**src/rtl/mac_t_frame_packer.sv**
```systemverilog
// Packs a byte stream into data-FIFO writes plus one pointer word per frame.
// Short frames are zero-padded to MIN_LEN; long frames are truncated at MAX_LEN.
module mac_t_frame_packer #(
  parameter int MIN_LEN = 60,
  parameter int MAX_LEN = 1514
) (
  input  logic        sys_clk,
  input  logic        rst_sys,
  input  logic        in_valid,
  input  logic [7:0]  in_data,
  input  logic        in_last,
  output logic        in_ready,
  output logic        data_fifo_wr,
  output logic [7:0]  data_fifo_dout,
  input  logic [11:0] data_fifo_free,
  output logic        ptr_fifo_wr,
  output logic [15:0] ptr_fifo_dout,
  input  logic        ptr_fifo_full,
  output logic [15:0] stat_frames,
  output logic [15:0] stat_trunc
);

  localparam logic [11:0] MAX_FREE = 12'(MAX_LEN);
  localparam logic [10:0] MAX_L    = 11'(MAX_LEN);
  localparam logic [10:0] MIN_L    = 11'(MIN_LEN);

  typedef enum logic [4:0] {
    IDLE = 5'b00001,
    DATA = 5'b00010,
    PAD  = 5'b00100,
    DISC = 5'b01000,
    PTR  = 5'b10000
  } state_t;

  state_t      state_q, state_d;
  logic [10:0] len_q, len_d, len_inc;
  logic        trunc_q, trunc_d;
  logic        dwr_q, dwr_d;
  logic [7:0]  dout_q, dout_d;
  logic        pwr_q, pwr_d;
  logic [15:0] pdout_q, pdout_d;
  logic [15:0] frames_q, frames_d;
  logic [15:0] ntrunc_q, ntrunc_d;
  logic        accept;

  assign in_ready = (state_q == DATA) || (state_q == DISC);
  assign accept   = in_valid && in_ready;
  assign len_inc  = len_q + 11'd1;

  always_comb begin
    state_d  = state_q;
    len_d    = len_q;
    trunc_d  = trunc_q;
    dwr_d    = 1'b0;
    dout_d   = dout_q;
    pwr_d    = 1'b0;
    pdout_d  = pdout_q;
    frames_d = frames_q;
    ntrunc_d = ntrunc_q;
    unique case (state_q)
      IDLE: begin
        len_d   = '0;
        trunc_d = 1'b0;
        // Reserve room for a whole frame up front so DATA never stalls.
        if (data_fifo_free >= MAX_FREE && !ptr_fifo_full)
          state_d = DATA;
      end
      DATA: begin
        if (accept) begin
          dwr_d  = 1'b1;
          dout_d = in_data;
          len_d  = len_inc;
          if (in_last)
            state_d = (len_inc < MIN_L) ? PAD : PTR;
          else if (len_inc == MAX_L) begin
            trunc_d = 1'b1;
            state_d = DISC;
          end
        end
      end
      PAD: begin
        dwr_d  = 1'b1;
        dout_d = 8'h00;
        len_d  = len_inc;
        if (len_inc >= MIN_L)
          state_d = PTR;
      end
      DISC: begin
        if (accept && in_last)
          state_d = PTR;
      end
      PTR: begin
        pwr_d    = 1'b1;
        pdout_d  = {trunc_q, 4'b0000, len_q};
        frames_d = frames_q + 16'd1;
        if (trunc_q)
          ntrunc_d = ntrunc_q + 16'd1;
        state_d  = IDLE;
      end
      default: state_d = IDLE;
    endcase
  end

  always_ff @(posedge sys_clk) begin
    if (rst_sys) begin
      state_q  <= IDLE;
      len_q    <= '0;
      trunc_q  <= 1'b0;
      dwr_q    <= 1'b0;
      dout_q   <= '0;
      pwr_q    <= 1'b0;
      pdout_q  <= '0;
      frames_q <= '0;
      ntrunc_q <= '0;
    end else begin
      state_q  <= state_d;
      len_q    <= len_d;
      trunc_q  <= trunc_d;
      dwr_q    <= dwr_d;
      dout_q   <= dout_d;
      pwr_q    <= pwr_d;
      pdout_q  <= pdout_d;
      frames_q <= frames_d;
      ntrunc_q <= ntrunc_d;
    end
  end

  assign data_fifo_wr   = dwr_q;
  assign data_fifo_dout = dout_q;
  assign ptr_fifo_wr    = pwr_q;
  assign ptr_fifo_dout  = pdout_q;
  assign stat_frames    = frames_q;
  assign stat_trunc     = ntrunc_q;

endmodule

```
**config.mk**
```make
export PLATFORM = sky130hd
export DESIGN_NAME = mac_t_frame_packer
export DESIGN_NICKNAME = d
export VERILOG_FILES = /design/src/rtl/mac_t_frame_packer.sv
export SDC_FILE = /design/constraint.sdc
export NUM_CORES = 1
export LEC_CHECK = 0
export ABC_AREA = 1
export CAP_MARGIN = 15
export CORE_MARGIN = 1
export CORE_UTILIZATION = 33
export DETAILED_ROUTE_END_ITERATION = 16
export PLACE_DENSITY_LB_ADDON = 0.2
export SYNTH_ARGS = -nofsm -noshare
export SYNTH_HDL_FRONTEND = slang
export SYNTH_SLANG_ARGS = --single-unit
```
**constraint.sdc**
```tcl
create_clock -name sys_clk -period 2 [get_ports sys_clk]
set_input_delay 0.5 -clock sys_clk [delete_from_list [all_inputs] [get_ports sys_clk]]
set_output_delay 0.5 -clock sys_clk [all_outputs]
set_load 0.02 [all_outputs]
```
==> impl_metrics.json <==
{
  "nNetsFinal": 622,
  "drc": 0,
  "grt_start_max_net_pins": 27,
  "irDropWorstVdd_uv": 328,
  "buf_share_pct": 21.0,
  "cp.depth": 1,
  "core_um2": 10400,
  "rrSetupSlack_ns": 0.18,
  "ioPinCount": 84,
  "ys_cells": 488,
  "top_layer_used": "met4",
  "tns_ns": 0,
  "final_antenna_net_count": 0,
  "synth_cell_types": 45,
  "required_ns": 1.50,
  "leakage_nw": 1.98,
  "n_fill_cell": 1029,
  "hp-start": "rst_sys",
  "placed_cell_area_um2": 4580,
  "numSynthFlops": 71,
  "port_buffers": 78,
  "crit_buf_inv": 1,
  "yosysChipArea_um2": 3540,
  "path_clk_slew_ns": 0.09,
  "endpoint": "stat_trunc[13]",
  "use_met2_pct": 25.1,
  "cp_cell_sequence": "clkdlybuf4s50_1",
  "top_cells_by_area": "dfxtp_1, nand2_1, a21oi_1, inv_1, nand3_1",
  "crit_type": "flop to primary output",
  "status": "finished, final reports clean",
  "combPwrFrac_pct": 24.1,
  "synthXorXnorAreaFrac_pct": 1.24,
  "die_area_um2": 11100,
  "edf_count": 0,
  "layout-drive-gt1-share_pct": 15.4,
  "cp_top_family": "buffers and inverters"
}
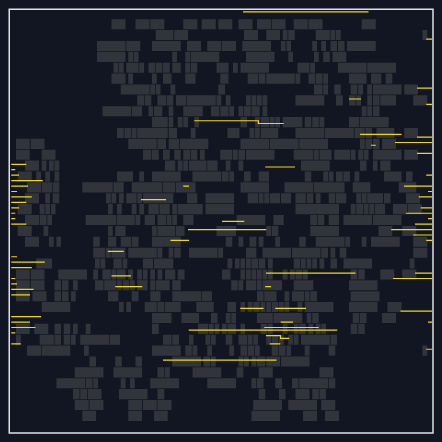
Fig. 1. Signal wires on met3.
Drawn at 4 px/um.
nets with wire on the layer: 62
main direction: horizontal
wire length on this layer: 414 um
share of all routed wire: 5.0%
total number of vias: 3404
grt met3 use: 3.09%
Total Wirelength: 8220 um

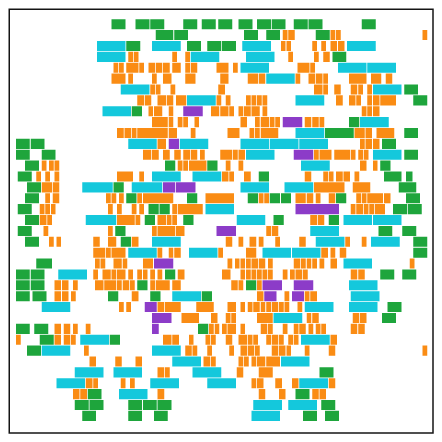
Fig. 2. Placed cells, one colour a class.
Drawn at 4 px/um.
| colour | class | cells | share of their area |
|---|---|---|---|
| cyan | flops | 71 | 30% |
| purple | clock drivers and dummy loads | 16 | 4.3% |
| orange | combinational and other logic | 403 | 44% |
| green | other buffers and delay cells | 108 | 22% |
Cell Rows: 37
Seq area share: 29.2%

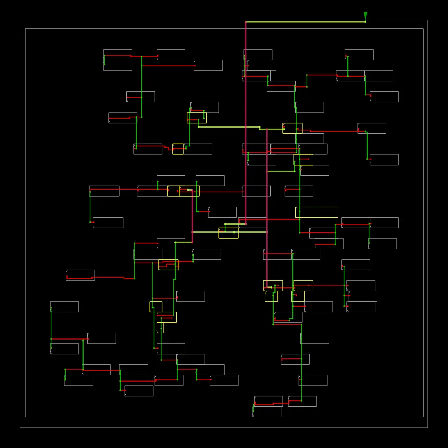
Fig. 3. Clock wiring as the flow saved it.
total CTS buffers: 9
clk_lat worst skew: 0.35 ns
clk_buf instances: 9
Flops: 71
skew final: 0.0118 ns

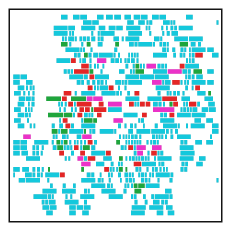
Fig. 4. Drive-strength map.
Drawn at 2 px/um.
| colour | size | cells | share | most used |
|---|---|---|---|---|
| red | _3 and _4 cells | 42 | 7.0% | buf_4 |
| green | _2 cells | 34 | 5.7% | nor2_2 |
| cyan | _0 and _1 cells | 506 | 85% | nand2_1 |
| magenta | _6 and larger | 16 | 2.7% | clkbuf_8 |
non-clock buffer total of the final layout: 108
area delta synth->final: 37.7%
min setup slack post-route: 0.0697 ns
design area: 4870 um2

